===== src/rtl/rr_select_pkg.sv =====
// Shared definitions for the round-robin select stage: source ids, source count,
// per-source signedness and the output-register state encoding.
package rr_select_pkg;

  localparam int NUM_SRC = 4;

  typedef enum logic [1:0] {
    SRC_U1 = 2'd0,
    SRC_U2 = 2'd1,
    SRC_S1 = 2'd2,
    SRC_S2 = 2'd3
  } src_id_t;

  // Bit i set means source i carries a two's-complement operand.
  localparam logic [NUM_SRC-1:0] SRC_IS_SIGNED = 4'b1100;

  localparam logic [0:0] ST_EMPTY = 1'b0;
  localparam logic [0:0] ST_FULL  = 1'b1;

endpackage


===== src/rtl/rr_arbiter4.sv =====
// Four-way combinational round-robin arbiter: the first requester at or above
// ptr (wrapping modulo 4) wins; the one-hot grant is suppressed when en is low.
module rr_arbiter4
  import rr_select_pkg::*;
(
  input  logic [NUM_SRC-1:0] req,
  input  logic [1:0]         ptr,
  input  logic               en,
  output logic [NUM_SRC-1:0] gnt_onehot,
  output logic [1:0]         gnt_idx,
  output logic               any
);

  always_comb begin
    gnt_idx = ptr;
    // Walk from the farthest candidate back to ptr so the nearest requester is kept.
    for (int k = NUM_SRC - 1; k >= 0; k--) begin
      if (req[ptr + 2'(k)]) gnt_idx = ptr + 2'(k);
    end
    any        = |req;
    gnt_onehot = '0;
    if (en && any) gnt_onehot[gnt_idx] = 1'b1;
  end

endmodule


===== src/rtl/rr_select_stage.sv =====
// Round-robin feeder for the signed select mux: picks one of four sources, widens
// it to OUT_W signed, and registers it with its source index behind a valid/ready
// output register. Optional saturating per-source grant counters: RR_SELECT_STAGE_STATS_EN.
module rr_select_stage
  import rr_select_pkg::*;
#(
  parameter int U1_W  = 2,
  parameter int U2_W  = 4,
  parameter int S_W   = 4,
  parameter int OUT_W = 5
) (
  input  logic                    clk,
  input  logic                    rst_n,
`ifdef RR_SELECT_STAGE_STATS_EN
  input  logic                    stats_clr,
  output logic [31:0]             grant_cnt,
`endif
  input  logic [U1_W-1:0]         uin1,
  input  logic                    uin1_valid,
  output logic                    uin1_ready,
  input  logic [U2_W-1:0]         uin2,
  input  logic                    uin2_valid,
  output logic                    uin2_ready,
  input  logic [S_W-1:0]          sin1,
  input  logic                    sin1_valid,
  output logic                    sin1_ready,
  input  logic [S_W-1:0]          sin2,
  input  logic                    sin2_valid,
  output logic                    sin2_ready,
  output logic signed [OUT_W-1:0] out_data,
  output logic [1:0]              out_src,
  output logic                    out_valid,
  input  logic                    out_ready
);

  if ((OUT_W < U1_W + 1) || (OUT_W < U2_W + 1) || (OUT_W < S_W)) begin : g_bad_cfg
    $error("rr_select_stage: OUT_W too narrow for the configured source widths");
  end

  // Handshake: a source transfers on the rising edge where its valid and ready are
  // both high. Ready is the arbiter grant gated by can_load and never looks at the
  // source's own valid except through the grant, so no valid->ready loop exists.
  logic [NUM_SRC-1:0] req;
  logic [NUM_SRC-1:0] gnt_onehot;
  logic [1:0]         gnt_idx;
  logic               gnt_any;
  logic               can_load;
  logic               xfer;
  logic [OUT_W-1:0]   norm_data;

  logic [0:0]       state_q, state_d;
  logic [1:0]       rr_ptr_q, rr_ptr_d;
  logic [OUT_W-1:0] out_data_q, out_data_d;
  logic [1:0]       out_src_q, out_src_d;

  assign req      = {sin2_valid, sin1_valid, uin2_valid, uin1_valid};
  assign can_load = (state_q == ST_EMPTY) || out_ready;

  rr_arbiter4 u_arb (
    .req        (req),
    .ptr        (rr_ptr_q),
    .en         (can_load && rst_n),
    .gnt_onehot (gnt_onehot),
    .gnt_idx    (gnt_idx),
    .any        (gnt_any)
  );

  assign xfer       = gnt_any && (|gnt_onehot);
  assign uin1_ready = gnt_onehot[SRC_U1];
  assign uin2_ready = gnt_onehot[SRC_U2];
  assign sin1_ready = gnt_onehot[SRC_S1];
  assign sin2_ready = gnt_onehot[SRC_S2];

  always_comb begin
    norm_data = '0;
    case (gnt_idx)
      SRC_U1:  norm_data = OUT_W'(uin1);
      SRC_U2:  norm_data = OUT_W'(uin2);
      SRC_S1:  norm_data = SRC_IS_SIGNED[SRC_S1] ? OUT_W'($signed(sin1)) : OUT_W'(sin1);
      default: norm_data = SRC_IS_SIGNED[SRC_S2] ? OUT_W'($signed(sin2)) : OUT_W'(sin2);
    endcase
  end

  // A drain and a load in the same cycle keep the register FULL.
  always_comb begin
    state_d    = state_q;
    rr_ptr_d   = rr_ptr_q;
    out_data_d = out_data_q;
    out_src_d  = out_src_q;
    if (xfer) begin
      state_d    = ST_FULL;
      out_data_d = norm_data;
      out_src_d  = gnt_idx;
      rr_ptr_d   = gnt_idx + 2'd1;
    end else if (out_ready) begin
      state_d = ST_EMPTY;
    end
  end

  always_ff @(posedge clk or negedge rst_n) begin
    if (!rst_n) begin
      state_q    <= ST_EMPTY;
      rr_ptr_q   <= 2'd0;
      out_data_q <= '0;
      out_src_q  <= 2'd0;
    end else begin
      state_q    <= state_d;
      rr_ptr_q   <= rr_ptr_d;
      out_data_q <= out_data_d;
      out_src_q  <= out_src_d;
    end
  end

  assign out_valid = (state_q == ST_FULL);
  assign out_data  = out_data_q;
  assign out_src   = out_src_q;

`ifdef RR_SELECT_STAGE_STATS_EN
  logic [7:0] cnt_q [NUM_SRC];

  // Clear takes priority over a same-cycle increment; counters stick at 8'hFF.
  always_ff @(posedge clk or negedge rst_n) begin
    if (!rst_n) begin
      for (int i = 0; i < NUM_SRC; i++) cnt_q[i] <= 8'd0;
    end else begin
      for (int i = 0; i < NUM_SRC; i++) begin
        if (stats_clr)
          cnt_q[i] <= 8'd0;
        else if (xfer && (gnt_idx == 2'(i)) && (cnt_q[i] != 8'hFF))
          cnt_q[i] <= cnt_q[i] + 8'd1;
      end
    end
  end

  assign grant_cnt = {cnt_q[3], cnt_q[2], cnt_q[1], cnt_q[0]};
`endif

endmodule

===== config.mk =====
export PLATFORM = sky130hd
export DESIGN_NAME = rr_select_stage
export DESIGN_NICKNAME = d
export VERILOG_FILES = /design/src/rtl/rr_select_pkg.sv /design/src/rtl/rr_arbiter4.sv /design/src/rtl/rr_select_stage.sv
export SDC_FILE = /design/constraint.sdc
export NUM_CORES = 1
export LEC_CHECK = 0
export CORE_UTILIZATION = 35
export DETAILED_ROUTE_END_ITERATION = 7
export MAX_ROUTING_LAYER = met4
export PLACE_DENSITY = 0.73
export SETUP_SLACK_MARGIN = 0.3
export SYNTH_ARGS = -nofsm -noshare
export SYNTH_HDL_FRONTEND = slang
export SYNTH_HIERARCHICAL = 1
export SYNTH_SLANG_ARGS = --single-unit

===== constraint.sdc =====
create_clock -name clk -period 4.83 [get_ports clk]
set_input_delay 0.483 -clock clk [delete_from_list [all_inputs] [get_ports clk]]
set_output_delay 0.483 -clock clk [all_outputs]
set_load 0.01 [all_outputs]

PDN straps and rails:
Pins as bars on the die edge.
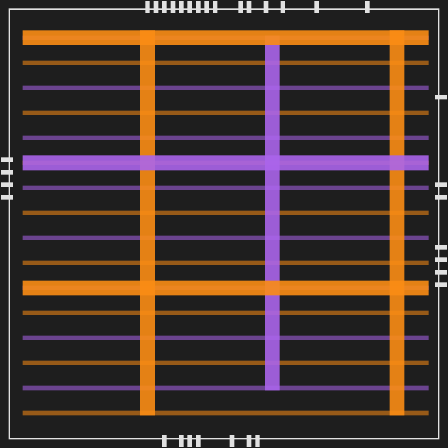
net	colour
VSS	orange
VDD	purple
met4 straps	3
met5 straps	3
met1 rails	16
worst supply voltage drop on vdd: 0.000321 V
die height: 46.5 um

The metal 1 layer:
Supply wires on this layer in grey.
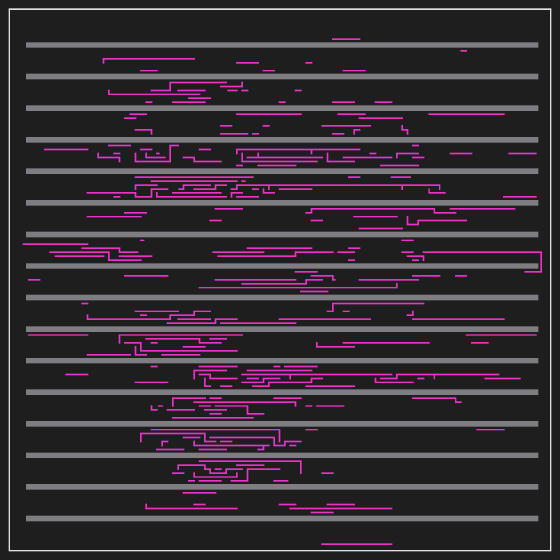
nets with wire on the layer	114
wire length on this layer	738 um
main direction	horizontal
via count: 660
met1 layer usage reported by global route: 20.8%
final wirelength: 1.60 mm

==> metrics.cfg <==
[outcome]
run_status=complete, no violations

[drt]
wl_met2_um=763
drt-vias-per-instance=5.08
drt_iter0_markers=6
drt_drc_violations_left=0
wl_met1_um=738
met3_wirelength_um=79
top_layer_in_use=met4
dr.pass1.iters=4

[floorplanning]
chip_area_um2=2170
io_pins=33
core_area_um2=1800

[final_timing]
totalNegativeSetupSlack_ps=0
worst_slew_pin_slew_ps=855
finalHoldWorstSlack_ps=477
finalCritPeriodShare_pct=66.2
finalMaxSlewViolations=0
endpoints_failing_setup=0

[critical_path]
critical_path_depth=6
timing.critical_path.slowest_stage_cell=sky130_fd_sc_hd__clkdlybuf4s50_1
cp_max_fo=8
crit_path_start_kind=input pin
r2r_cells=6
cp.required_ps=4350
critPathKind=in2out
worst_path_largest_cell_delay_ps=630
cell_chain_of_the_critical_path=clkdlybuf4s50_1, and2b_1, o21ai_1, o221a_2, nor3b_1, clkdlybuf4s50_1
crit_path_frequent_cell=sky130_fd_sc_hd__clkdlybuf4s50_1
crit-reg2reg-launch=rr_ptr_q[1]
timing.critical_path.buf_inv=2
critical_path_arrival_ps=2720
setup.worst_path.start=sin2_valid

[final_layout]
post_route_cell_area_um2=1050
design.final.nets=132
antenna-diode-count=0
area.growth.synth_to_final_pct=51.7
top_library_cells_by_usage_in_the_layout_fill_and_taps_aside=32 x sky130_fd_sc_hd__clkdlybuf4s50_1, 10 x sky130_fd_sc_hd__dfrtp_1, 9 x sky130_fd_sc_hd__nand2_1, 5 x sky130_fd_sc_hd__inv_1

[clock_tree]
clock_path_buffers=2
cts_tree=built
cts.htree.levels=1
cts_setup_buffers=0
hold_buffers=0
cts-resized-gates=0

[yosys]
async_flop_share_pct=100
post_synth_instance_area_um2=694
dominantRegCellSynth=sky130_fd_sc_hd__dfrtp_1
synth.avg_cell_area_um2=9.64
synthCells=72
yosys-stat-area_um2=694
ys_cells=72
number_of_synthesized_flops_with_an_enable_pin=0
synthDistinctLibCells=29

[job]
tool_warnings=29

[grt]
track_usage_pct=17.7
grt_start_max_net_pins=19
grt_pass1_wl_mm=2.59
via_count_of_the_first_global_routing_pass=630

[place]
pre_cts_ws_ps=1600
gpl.final_weighted_congestion=0.882
post_dp_cell_area_um2=1030
dpl.cell_count=127
port-buffer-count=32

[min_path]
timing.hold.worst_path_depth=2
timing.hold.worst.class=reg2reg

[power_and_ir_drop]
cellLeakagePower_nw=0.455
power_density_nw_per_um2=516

Gate-type map:
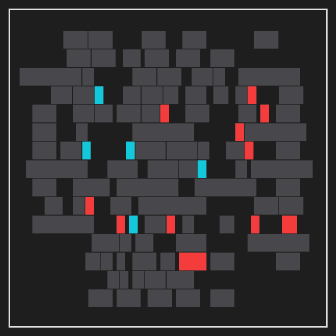
family	colour	cells	most used
nand cells	red	11	nand2_1
inv cells	cyan	5	inv_1
multi-input combinational area share: 39.0%
most common cell after layout, fill and taps aside: sky130_fd_sc_hd__clkdlybuf4s50_1

Clock routing:
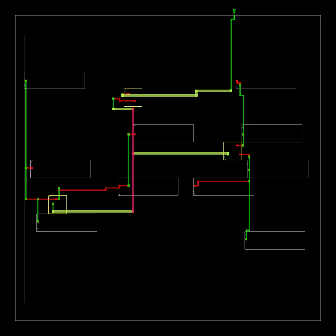
clock buffer instance count of the final layout: 3
Fin Clk Skew: 1.68 ps
insertion delay to the later sink of the worst-skew pair: 270 ps
Num Clock Sinks: 10
number of buffers inserted during clock tree synthesis: 3

## sequential cells by signal (all words and copies together) (netlist names)
name	cells
out_data	5
out_src	2
rr_ptr_q	2
out_valid	1
## cells by family (layout without fill, tap and decap cells)
family                   Yosys count  in the layout  share of synthesized area, %
AND-OR/OR-AND                     23             23                          25.9
adder cells (fa/ha/maj)            4              4                          7.21
buffers and inverters              7             40                          4.86
flip-flops                        10             10                          36.0
multiplexers                       1              1                          2.16
AND/OR/NAND/NOR                   27             27                          23.8
## synthesized netlist by cell type (2+ instances only)
cell / count / area [um^2]
sky130_fd_sc_hd__ha_1: 4 / 50.1
sky130_fd_sc_hd__inv_1: 5 / 18.8
sky130_fd_sc_hd__nand2_1: 9 / 33.8
sky130_fd_sc_hd__a221oi_1: 4 / 35.0
sky130_fd_sc_hd__nor2_1: 2 / 7.51
sky130_fd_sc_hd__and3b_1: 2 / 17.5
sky130_fd_sc_hd__dfrtp_1: 10 / 250
sky130_fd_sc_hd__o21ai_0: 4 / 20.0
sky130_fd_sc_hd__a21o_2: 2 / 17.5
sky130_fd_sc_hd__a22oi_1: 2 / 15.0
sky130_fd_sc_hd__nor3_1: 2 / 10.0
sky130_fd_sc_hd__nor2b_1: 4 / 25.0
sky130_fd_sc_hd__o21ai_1: 2 / 10.0
sky130_fd_sc_hd__a21oi_1: 4 / 20.0
sky130_fd_sc_hd__o31ai_1: 2 / 15.0
## metrics by stage
step                      util (%)  power, W
after global routing          58.5  0.000596
after global placement        57.2  0.000482
after CTS                     58.5  0.000548
final                         58.5  0.000544
after detailed placement      57.2  0.000488
after floorplan                  -  0.000370
## worst min-delay path, stage by stage, from the launching register on
cell,delay [ps]
sky130_fd_sc_hd__dfrtp_1,340
sky130_fd_sc_hd__nand2_1,50
sky130_fd_sc_hd__o31ai_1,50
## per-layer routing
metal,GRT usage (%),vias to the layer above
met2,27.5,16
li1,-,333
met3,7.06,3
met1,20.8,308
met4,5.29,0
met5,-,-
## final timing paths
kind,endpoint,slack (ps)
worst max-delay path,uin2_ready,1630
worst min-delay path,out_data[2],480
worst max register to register,rr_ptr_q[1],2220
worst min register to register,out_data[2],480
max in group asynchronous,out_data[3],3960
min in group asynchronous,out_data[2],540
## power by group
part	internal [W]	switching, W
registers	0.000124	0.0000259
logic	0.000178	0.000158
clock network	0.0000289	0.0000290
## cell type report
| class | instances | area share, % |
|---|---|---|
| multi-input combinational | 55 | 39.0 |
| clock buffer | 3 | 2.14 |
| tap | 25 | 2.97 |
| sequential | 10 | 23.8 |
| timing repair buffer | 32 | 30.4 |
| inverter | 5 | 1.78 |
No activity file was given, so power comes from the tool's default toggle rates.
